$ cat config.mk
export PLATFORM = sky130hd
export DESIGN_NAME = counter_slice_ctrl
export DESIGN_NICKNAME = d
export VERILOG_FILES = /design/src/rtl/counter_slice_ctrl_pkg.sv /design/src/rtl/counter_slice_ctrl_rr_arb2.sv /design/src/rtl/counter_slice_ctrl.sv
export SDC_FILE = /design/constraint.sdc
export NUM_CORES = 1
export LEC_CHECK = 0
export CAP_MARGIN = 10
export CELL_PAD_IN_SITES_DETAIL_PLACEMENT = 0
export CELL_PAD_IN_SITES_GLOBAL_PLACEMENT = 1
export CORE_ASPECT_RATIO = 1.2
export CORE_MARGIN = 3
export CORE_UTILIZATION = 30
export DETAILED_ROUTE_END_ITERATION = 7
export PLACE_DENSITY = 0.81
export SETUP_SLACK_MARGIN = 0.4
export SYNTH_ARGS = -nofsm -noshare
export SYNTH_HDL_FRONTEND = slang
export SYNTH_HIERARCHICAL = 1
export SYNTH_SLANG_ARGS = --single-unit
$ cat constraint.sdc
create_clock -name Clk -period 9.8 [get_ports Clk]
set_clock_uncertainty 0.1 [all_clocks]
set_input_delay 1.47 -clock Clk [delete_from_list [all_inputs] [get_ports Clk]]
set_output_delay 1.47 -clock Clk [all_outputs]
set_load 0.05 [all_outputs]
$ cat src/rtl/counter_slice_ctrl_pkg.sv
// Shared definitions for the dual-counter time-slicing controller.
package counter_slice_ctrl_pkg;

  localparam int unsigned CNT_W = 64;

  localparam logic [1:0] ST_IDLE = 2'd0;
  localparam logic [1:0] ST_RUN  = 2'd1;
  localparam logic [1:0] ST_GAP  = 2'd2;

  localparam int unsigned SLOT0 = 0;
  localparam int unsigned SLOT1 = 1;

  function automatic logic [1:0] onehot2(input logic idx);
    return idx ? 2'b10 : 2'b01;
  endfunction

endpackage

$ cat src/rtl/counter_slice_ctrl_rr_arb2.sv
// Two-requester round-robin picker; the pointer names the favoured slot on a tie.
module rr_arb2
  import counter_slice_ctrl_pkg::*;
(
  input  logic [1:0] elig,
  input  logic       ptr,
  output logic [1:0] grant,
  output logic       index
);

  always_comb begin
    grant = 2'b00;
    index = 1'(SLOT0);
    case (elig)
      2'b01:   index = 1'(SLOT0);
      2'b10:   index = 1'(SLOT1);
      2'b11:   index = ptr;
      default: index = 1'(SLOT0);
    endcase
    if (|elig) grant = onehot2(index);
  end

endmodule

$ cat src/rtl/counter_slice_ctrl.sv
// Time-slices the shared dual counter between two requesters and stops each
// counter exactly at its limit.
module counter_slice_ctrl
  import counter_slice_ctrl_pkg::*;
#(
  parameter int unsigned QUANTUM = 8,
  parameter int unsigned QW      = 4
) (
  input  logic              Clk,
  input  logic              Reset,
  input  logic [1:0]        Req,
  input  logic [1:0]        Clr,
  input  logic [CNT_W-1:0]  Limit0,
  input  logic [CNT_W-1:0]  Limit1,
  input  logic [CNT_W-1:0]  Cnt0,
  input  logic [CNT_W-1:0]  Cnt1,
  output logic              Slt,
  output logic              En,
  output logic [1:0]        Grant,
  output logic [1:0]        Done
);

  localparam int unsigned     PW     = CNT_W + 1;
  localparam logic [QW-1:0]   Q_LAST = QW'(QUANTUM);
  localparam logic [QW-1:0]   Q_ONE  = QW'(1);

  logic [1:0]       state, state_nx;
  logic             slt_nx, en_nx, ptr, ptr_nx;
  logic [1:0]       grant_nx, done_nx, done_set;
  logic [QW-1:0]    qcnt, qcnt_nx;
  logic [1:0]       below, elig, arb_grant;
  logic             arb_index, other_elig, reach, q_full, stop;
  logic [CNT_W-1:0] cnt_g, lim_g;
  logic [PW-1:0]    next_val;

  assign below      = {Cnt1 < Limit1, Cnt0 < Limit0};
  assign elig       = Req & ~Done & below;
  assign other_elig = Slt ? elig[SLOT0] : elig[SLOT1];

  // Slt holds the owner while running; next_val is the count after this edge.
  assign cnt_g    = Slt ? Cnt1 : Cnt0;
  assign lim_g    = Slt ? Limit1 : Limit0;
  assign next_val = {1'b0, cnt_g} + PW'(En);
  assign reach    = next_val >= {1'b0, lim_g};
  assign q_full   = qcnt == Q_LAST;

  rr_arb2 u_arb (
    .elig  (elig),
    .ptr   (ptr),
    .grant (arb_grant),
    .index (arb_index)
  );

  always_comb begin
    state_nx = state;
    slt_nx   = Slt;
    en_nx    = 1'b0;
    grant_nx = 2'b00;
    qcnt_nx  = qcnt;
    ptr_nx   = ptr;
    done_set = 2'b00;
    stop     = 1'b0;
    case (state)
      ST_IDLE: begin
        // A requester already at or past its limit is marked done, never granted.
        done_set = Req & ~below;
        if (|elig) begin
          state_nx = ST_RUN;
          slt_nx   = arb_index;
          en_nx    = 1'b1;
          grant_nx = arb_grant;
          qcnt_nx  = Q_ONE;
        end
      end
      ST_RUN: begin
        if (reach) begin
          done_set = onehot2(Slt);
          stop     = 1'b1;
        end else if (!Req[Slt]) begin
          stop = 1'b1;
        end else if (q_full && other_elig) begin
          stop = 1'b1;
        end else begin
          en_nx    = 1'b1;
          grant_nx = Grant;
          qcnt_nx  = q_full ? Q_ONE : qcnt + Q_ONE;
        end
        if (stop) begin
          state_nx = ST_GAP;
          ptr_nx   = ~Slt;
        end
      end
      ST_GAP:  state_nx = ST_IDLE;
      default: state_nx = ST_IDLE;
    endcase
    done_nx = (Done & ~Clr) | done_set;
  end

  always_ff @(posedge Clk) begin
    if (Reset) begin
      state <= ST_IDLE;
      Slt   <= 1'b0;
      En    <= 1'b0;
      Grant <= 2'b00;
      Done  <= 2'b00;
      qcnt  <= '0;
      ptr   <= 1'(SLOT0);
    end else begin
      state <= state_nx;
      Slt   <= slt_nx;
      En    <= en_nx;
      Grant <= grant_nx;
      Done  <= done_nx;
      qcnt  <= qcnt_nx;
      ptr   <= ptr_nx;
    end
  end

endmodule
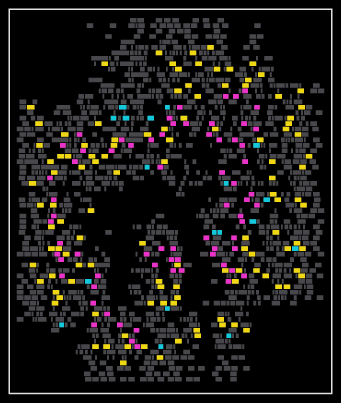
Figure 1: run 1, logic cells by family.
(2 px per µm)
- multiplexers: yellow (cells 115; where spread over the die)
- AND-OR and OR-AND gates: cyan (cells 18)
- XOR/XNOR gates: magenta (cells 69)

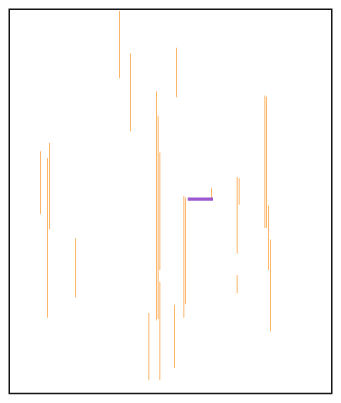
Figure 2: run 1, wiring by layer.
(2 px per µm) Two of the layers only.
- met4: orange (wire length 1,050 µm)
- met5: purple (wire length 11.0 µm)

==> flow_metrics.tcl, run 1 <==
# flow metrics
set metrics [dict create \
    status "finished, final reports clean" \
    yosysTopAreaCell "ha_1" \
    fillers 2933 \
    post_cts_buffers 0 \
    ys_ff 13 \
    placementRows 67 \
    p_per_area_mw_per_mm2 58.2 \
    power_leakage_uw 0.00480 \
    antennaDiodeCount 0 \
    tightest_slew_ns 1.36 \
    swShare 0.453 \
    cts.clk_slew.worst_paths_ns 0.05 \
    arrival_ns 7.08 \
    die_x_um 161 \
    cts_hold_buffers 0 \
    grt_pass1_wl_um 49700 \
    fp_nets 1616 \
    synth-edff-count 0 \
    slew_viol_final 0 \
    core_region_area_mm2 0.0281 \
    dieHeight_um 191 \
    worstSkewPairLatency_ns 0.25 \
    cts_tree "built" \
    netlist_top_cells_count "ha_1, inv_1, nand2_1, mux2i_1, a21oi_1" \
    cellInternalPower_uw 372 \
    path_max_fanout 7 \
    cts_made_buffers 3 \
    syn_to_final_growth_pct 36.1 \
    routed_wl_um 32300 \
    p_clk_frac 0.115 \
    vias 9334 \
    ys_cells 1160 \
    netlist_instances 1160 \
    clk_path_buf_depth 2 \
    grt_pass1_vias 9612 \
    flop_cell "dfxtp_1" \
    overflow 0 \
    drive_above_1_share 0.0242 \
    clock_sinks 13 \
    dr.first_iter.drc_count 442 \
    finalWeightedCongestion 0.906 \
    sequentialPowerShare 0.096 \
    finalSetupViolations 0 \
    worst-setup-path-type "input pin to flip-flop" \
    p_sw_uw 309 \
    grt_max_degree 126 \
    syn_avg_cell_area_um2 7.41 \
    synth_top_area_share 0.282 \
    yosys_warnings 6 \
]
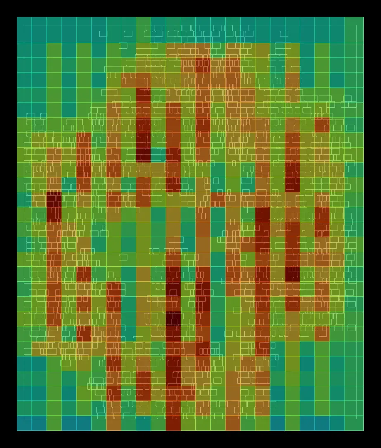
Figure 3: run 1, track usage over the die.
GR Util met3: 0.0355
drt wl/cell: 18.1 µm
fin util: 0.416
met1 usage: 0.228
GRT Resource Usage Total: 0.201

==> run 1: routing by layer <==
| metal | up-vias | part of all wire | global-route usage |
|---|---|---|---|
| met5 | - | 0.00034 | 0 |
| met4 | 2 | 0.033 | 0.0588 |
| met3 | 49 | 0.065 | 0.0355 |
| met2 | 298 | 0.50 | 0.383 |
| met1 | 4252 | 0.40 | 0.228 |
| li1 | 4733 | - | - |
==> run 1: layout make-up <==
cell class	count	area (µm²)	area share
Clock buffer	4	78.8	0.00674
Inverter	150	563	0.0481
Multi-Input combinational cell	971	7610	0.651
Sequential cell	13	264	0.0226
Tap cell	379	474	0.0405
Timing Repair Buffer	269	2700	0.231
==> run 1: critical path, stage by stage <==
cell	delay (ns)
clkdlybuf4s50_1	0.48
mux2_2	0.16
ha_1	0.17
ha_1	0.20
inv_1	0.07
a211oi_2	0.42
nand4_1	0.42
nor3_2	0.43
and2_1	0.24
nand3b_1	0.19
nor4_1	0.41
xnor2_1	0.17
ha_1	0.27
a21o_1	0.16
a21o_1	0.17
a221oi_1	0.37
nor2_1	0.08
a211oi_1	0.32
nand2_1	0.12
o21ba_2	0.31
nand2_1	0.17
a31o_2	0.28
==> run 1: power groups by stage <==
stage / sequential (µW) / combinational (µW) / clock (µW)
3_5_place_dp: 66.0 / 534 / 0
3_3_place_gp: 66.0 / 531 / 0
2_1_floorplan: 69.8 / 298 / 0
5_1_grt: 65.8 / 600 / 83.4
6_report: 65.2 / 537 / 78.2
4_1_cts: 65.2 / 538 / 80.0
==> run 1: state kept, by name, indices dropped and copies added (netlist names) <==
signal and count:
ptr 1, state 2, En 1, Done 2, qcnt 4, Slt 1
Grant 2
==> run 1: placed cells by master, fill, tap and decap left out, types with 7 or more instances in the layout <==
master	n
a211oi_1	11
a21oi_1	103
a221oi_1	10
and4_1	10
clkdlybuf4s50_1	267
dfxtp_1	12
ha_1	194
inv_1	150
mux2_2	7
mux2i_1	108
nand2_1	112
nand2b_1	9
nand3_1	47
nand3b_1	17
nand4_1	38
nor2_1	43
nor2b_1	10
nor3_1	19
nor3b_1	7
nor4_1	15
o21ai_0	46
xnor2_1	27
xor2_1	42
==> run 1: cells by family after synthesis <==
logic type | synth area share
and+or+nand+nor | 0.227
muxes | 0.135
AOI/OAI and AO/OA | 0.171
buffers and inverters | 0.0838
xor gates and xnor gates | 0.0703
DFF | 0.0303
adders and majority gates | 0.282
==> run 1: per-stage QoR <==
step	hold WS (ns)	power [µW]	cell area [µm²]	std cells
after floorplan	0.353	368	8600	1160
after global placement	0.371	597	11600	1782
after detailed placement	0.378	600	11600	1782
after CTS	0.386	683	11700	1786
after global routing	0.411	749	11700	1786
final	0.386	680	11700	1786
==> run 1: worst paths after layout <==
kind	depth (start not counted)	slack [ns]	startpoint	to
max	22	2.75	Cnt0[0]	qcnt[3]
min	2	0.39	ptr	ptr
min reg2reg	2	0.39	ptr	ptr
max reg2reg	20	3.55	Slt	qcnt[3]
Figure 4. M1 wires (run 1).
(2 px per µm) Supply wires on this layer in grey.
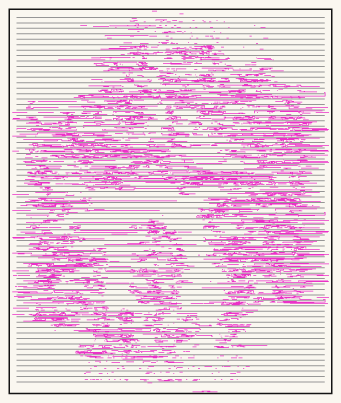

--- run 2 (diff from run 1) ---
--- a/config.mk
+++ b/config.mk
@@ -12,7 +12,7 @@
 export CORE_MARGIN = 3
 export CORE_UTILIZATION = 30
 export DETAILED_ROUTE_END_ITERATION = 7
-export PLACE_DENSITY = 0.81
+export PLACE_DENSITY = 0.84
 export SETUP_SLACK_MARGIN = 0.4
 export SYNTH_ARGS = -nofsm -noshare
 export SYNTH_HDL_FRONTEND = slang
==> constraint.sdc (replaced) <==
create_clock -name Clk -period 6 [get_ports Clk]
set_clock_uncertainty 0.1 [all_clocks]
set_input_delay 0.9 -clock Clk [delete_from_list [all_inputs] [get_ports Clk]]
set_output_delay 0.9 -clock Clk [all_outputs]
set_load 0.05 [all_outputs]
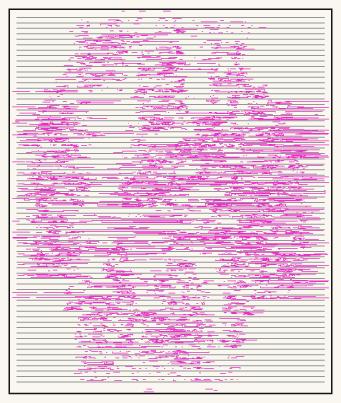
Figure 5: run 2, M1 wires.
(2 px per µm) Supply wires on this layer in grey.
- longest straight run: 57.0 µm
- nets with wire on the layer: 1,788
- share of all routed wire: 39%
- main direction: horizontal
total number of vias: 9,790
final WL: 33,500 µm

==> flow_metrics.tcl, run 2 <==
# flow metrics
set metrics [dict create \
    clk_path_buf_depth 2 \
    flop_cell "dfxtp_1" \
    power_leakage_uw 0.00562 \
    reg2reg_depth 25 \
    fp_nets 1616 \
    regMostFlops "qcnt" \
    grt_pass1_wl_um 51400 \
    worstSkewPairLatency_ns 0.25 \
    slew_viol_final 0 \
    min_path_type "flip-flop to flip-flop" \
    cts.clk_slew.worst_paths_ns 0.04 \
    placementRows 67 \
    drive_above_1_share 0.112 \
    fin_setup_tns_ns 0 \
    syn_avg_cell_area_um2 7.41 \
    overflow 0 \
    clockRootBuffer "clkbuf_16" \
    ant_nets 0 \
    yosys_warnings 6 \
    cts.htree.levels 1 \
    path_max_fanout 4 \
    max_cap_violations 0 \
    openroad.warnings 28 \
    dp_cells 1861 \
    netlist_top_cells_count "ha_1, inv_1, nand2_1, mux2i_1, a21oi_1" \
    synth-edff-count 0 \
    ys_ff 13 \
    ys_cells 1160 \
    core_region_area_mm2 0.0281 \
    yosysTopAreaCell "ha_1" \
    clock_sinks 13 \
    r2r_start "Slt" \
    status "finished, final reports clean" \
    worstHoldEndpoint "ptr" \
    largest_reg_flops 4 \
    portBuffers 267 \
    vias_per_cell 5.19 \
    finalSetupViolations 0 \
    cts_made_buffers 3 \
    fp_util 0.306 \
    r2r_end "qcnt[3]" \
    grt_pass1_vias 10100 \
    power_uw 1180 \
    cts_tree "built" \
    tightest_slew_ns 0.838 \
    dieHeight_um 191 \
    finish.utilization 0.455 \
    grt_max_degree 76 \
    die_x_um 161 \
    final_hold_viol_count 0 \
    synth.cell_area_mm2 0.00860 \
    stdcell_count 1886 \
    antenna_found_initial 5 \
    synth_top_area_share 0.282 \
    placed_area_mm2 0.0123 \
    dr.first_iter.drc_count 359 \
    holdPathStages 2 \
    syn_to_final_growth_pct 48.6 \
    finalWeightedCongestion 0.916 \
    worst-setup-path-type "input pin to flip-flop" \
    wire_per_inst_um 17.8 \
    ios 268 \
    netlist_instances 1160 \
    arrival_ns 5.46 \
    p_per_area_mw_per_mm2 92.6 \
    grt_usage 0.207 \
    fillers 2790 \
    lay_top_cells "clkdlybuf4s50_1, ha_1, inv_1, nand2_1, mux2i_1" \
    yosys.cell_count.top_type "ha_1" \
    worst-r2r-setup-slack_ns 0.68 \
    final_cell_area_mm2 0.0128 \
    layout_top_cell "clkdlybuf4s50_1" \
    min-delay-start "ptr" \
]
-- run 2: cell types whose count changed in the layout (fill, tap and decap cells not counted), moves of 3 or more --
cell,before,now
a211oi_1,11,8
buf_4,1,97
clkdlybuf4s50_1,267,238
dlymetal6s2s_1,0,25
nand3_1,47,42
nand3_2,2,5
nor4_1,15,12
nor4_4,0,3
o21ai_0,46,43
-- run 2: through the flow --
| step | setup slack [ns] | hold slack, ns |
|---|---|---|
| 6_report | 0.573 | 0.381 |
| 5_1_grt | 0.342 | 0.412 |
| 4_1_cts | 0.410 | 0.381 |
| 3_5_place_dp | -0.122 | 0.374 |
| 3_3_place_gp | -0.0212 | 0.374 |
| 2_1_floorplan | 0.360 | 0.353 |
-- run 2: repair_timing --
action	4_1_cts	5_1_grt
hold buffers	0	0
setup endpoints to repair	9	12
pin swaps	14	26
gates resized	20	51
buffers inserted	2	17
-- run 2: routing by layer --
metal,up-vias,global-route usage,part of all wire
met2,268,0.389,0.51
li1,4944,-,-
met5,-,0,0.0016
met4,8,0.0678,0.037
met1,4503,0.233,0.39
met3,67,0.0394,0.061
-- run 2: how the worst max path moves through the flow --
stage,startpoint,end,depth (start not counted),slack (ns)
global route,Cnt1[4],qcnt[3],26,0.34
global placement,Cnt1[0],qcnt[3],23,-0.02
detailed placement,Cnt0[0],qcnt[3],23,-0.12
floorplan,Slt,qcnt[2],29,0.36
CTS,Cnt1[1],qcnt[3],22,0.41
finish,Cnt1[4],qcnt[3],24,0.57
-- run 2: critical path, stage by stage --
cell           delay, ns
dlygate4sd2_1       0.28
nand3_2             0.14
buf_4               0.18
a211oi_4            0.25
nand4_1             0.22
buf_4               0.21
nor3_4              0.18
and2_4              0.17
nand3b_1            0.17
nor2_2              0.20
buf_4               0.13
nand2_1             0.05
xor2_1              0.15
ha_1                0.31
nand4_1             0.10
or4_4               0.59
a211oi_2            0.24
a221oi_2            0.06
buf_4               0.17
nand2_2             0.05
o21ba_4             0.16
buf_4               0.14
a32o_1              0.21
a31o_2              0.20
-- run 2: cells by family after synthesis --
logic type,Yosys count,share of synthesized area
simple gates,358,0.227
compound gates,235,0.171
fa+ha+maj,194,0.282
buf+inv,176,0.0838
mux,115,0.135
xor+xnor,69,0.0703
flops,13,0.0303
-- run 2: power by group --
group | internal [µW] | switching, µW
clock | 89.6 | 36.9
combinational | 472 | 477
sequential | 94.7 | 11.7
-- run 2: cell type report --
cell class / instances / area (µm²) / share of cell area
multi-input cells: 971 / 7870 / 0.616
repair buffers: 367 / 3520 / 0.276
diodes: 2 / 5.00 / 0.000392
inverters: 150 / 563 / 0.0441
well taps: 379 / 474 / 0.0371
clock buffers: 4 / 78.8 / 0.00617
flip-flops and latches: 13 / 264 / 0.0207
Figure 6. Track usage over the die (run 2).
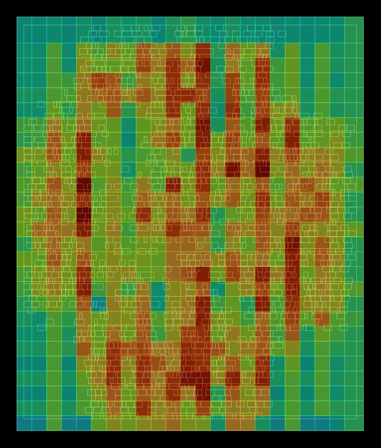

--- run 3 (diff from run 2) ---
--- a/config.mk
+++ b/config.mk
@@ -10,9 +10,10 @@
 export CELL_PAD_IN_SITES_GLOBAL_PLACEMENT = 1
 export CORE_ASPECT_RATIO = 1.2
 export CORE_MARGIN = 3
-export CORE_UTILIZATION = 30
+export CORE_UTILIZATION = 31
 export DETAILED_ROUTE_END_ITERATION = 7
-export PLACE_DENSITY = 0.84
+export PLACE_DENSITY = 0.86
+export RECOVER_POWER = 100
 export SETUP_SLACK_MARGIN = 0.4
 export SYNTH_ARGS = -nofsm -noshare
 export SYNTH_HDL_FRONTEND = slang
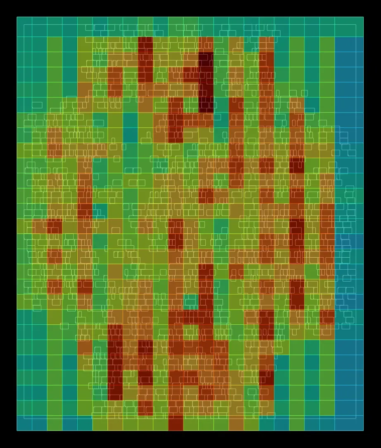
Figure 7: run 3, track usage over the die.
fin util: 0.458
GR Util met3: 0.0329
most used routing layer: met2
met1 usage: 0.226
GR Util met2: 0.395

==> flow_metrics.tcl, run 3 <==
# flow metrics
set metrics [dict create \
    status "finished, final reports clean" \
    cpMaxStageDelayCell "or4_4" \
    routed_wl_um 32200 \
    clockRootBuffer "clkbuf_16" \
    cts.clk_slew.worst_paths_ns 0.05 \
    pre_cts_slack_ns -0.116 \
    grt_pass1_wl_um 49300 \
    vias_per_cell 5.36 \
    layout_setup_ws_ns 0.465 \
    largest_reg_flops 4 \
    openroad.warnings 31 \
    final_cell_area_mm2 0.0124 \
    yosys_warnings 6 \
    min_path_type "flip-flop to flip-flop" \
    layout_top_cell "clkdlybuf4s50_1" \
    worstPathCellList "clkdlybuf4s50_1 > nor2b_1 > a32o_1 > nand4_1 > buf_6 > nor3_2 > buf_4 > and2_4 > nand3b_1 > nor2_1 > nand4_1 > xor2_1 > ha_1 > nand3_1 > or4_4 > a211oi_2 > a221oi_1 > nand2_1 > o21ba_4 > buf_4 > a32o_1 > a31o_2" \
    synth.cell_area_mm2 0.00860 \
    lay_top_cells "clkdlybuf4s50_1, ha_1, inv_1, nand2_1, mux2i_1" \
    cts_made_buffers 3 \
    fp_util 0.316 \
    grt_pass1_vias 9816 \
    drive_above_1_share 0.0851 \
    yosys.cell_count.top_type "ha_1" \
    comb_area_mm2 0.00784 \
    power_uw 1150 \
    dr.first_iter.drc_count 392 \
    regMostFlops "qcnt" \
    clk_path_buf_depth 2 \
    placed_area_mm2 0.0120 \
    syn_avg_cell_area_um2 7.41 \
    worst-setup-path-type "input pin to flip-flop" \
    syn_to_final_growth_pct 44.8 \
    dieHeight_um 188 \
    fp_nets 1616 \
    cpPeakStageDelay_ns 0.59 \
    reg2reg_depth 20 \
    synth_top_area_share 0.282 \
    p_per_area_mw_per_mm2 92.1 \
    tightest_slew_ns 0.899 \
    ios 268 \
    synth-edff-count 0 \
    flop_cell "dfxtp_1" \
    core_region_area_mm2 0.0272 \
    worstSkewPairLatency_ns 0.24 \
    path_max_fanout 6 \
    grt_max_degree 103 \
    ant_nets 0 \
    regArea_um2 264 \
    arrival_ns 5.57 \
    overflow 0 \
    placementRows 66 \
    yosysTopAreaCell "ha_1" \
    power_leakage_uw 0.00550 \
    netlist_instances 1160 \
    portBuffers 267 \
    antenna_found_initial 9 \
    grt_usage 0.205 \
    ys_ff 13 \
    cts_hold_buffers 0 \
]
[run 3: cell counts after synthesis]
Identical to the previous run, type by type.
[run 3: cell type report]
cell class,instances,share of cell area
multi-input combinational,971,0.630
sequential,13,0.0212
timing repair buffer,330,0.262
tap,340,0.0342
clock buffer,3,0.00603
antenna,3,0.000603
inverter,150,0.0452
clock inverter,1,0.000402
[run 3: final timing paths]
path,startpoint,end,slack [ns]
max,Cnt0[10],qcnt[3],0.46
max reg2reg,Slt,qcnt[3],0.67
min,Grant[1],Grant[1],0.38
min reg2reg,Grant[1],Grant[1],0.38
[run 3: stage by stage]
step	instances	setup TNS [ns]
final	1811	0
after global routing	1809	0
after CTS	1800	0
after detailed placement	1793	-0.425
after global placement	1793	-0.0731
after floorplan	1160	0
[run 3: where the power goes]
group	internal, µW	switching (µW)	leakage [µW]	total [µW]
clock network	88.5	35.1	0.0000409	124
registers	94.7	12.3	0.000107	107
logic	451	465	0.00535	915
total	634	512	0.00550	1150
[run 3: kinds of logic after synthesis]
group,share of synthesized area
AND/OR/NAND/NOR,0.227
multiplexers,0.135
XOR/XNOR,0.0703
flip-flops,0.0303
adder cells (fa/ha/maj),0.282
buffers and inverters,0.0838
AND-OR/OR-AND,0.171
[run 3: per-layer routing]
layer  part of all wire  global-route usage  up-vias
met5             0.0029                   0        -
met4              0.033              0.0579       16
met1               0.38               0.226     4495
met3              0.059              0.0329       69
met2               0.52               0.395      274
li1                   -                   -     4853
[run 3: critical path, delay by kind of cell]
kind                       cells  cell delay (ns)
xor gates and xnor gates       1             0.19
AOI/OAI and AO/OA              6             1.18
buffers and inverters          4             0.97
and+or+nand+nor               10             2.01
adders and majority gates      1             0.30
[run 3: repair_timing]
action	in CTS	in global routing
hold endpoints to repair	0	0
setup endpoints to repair	12	12
pin swaps	9	30
resized	12	61
setup buffers	3	8
Power and IR drop assume default switching activity.
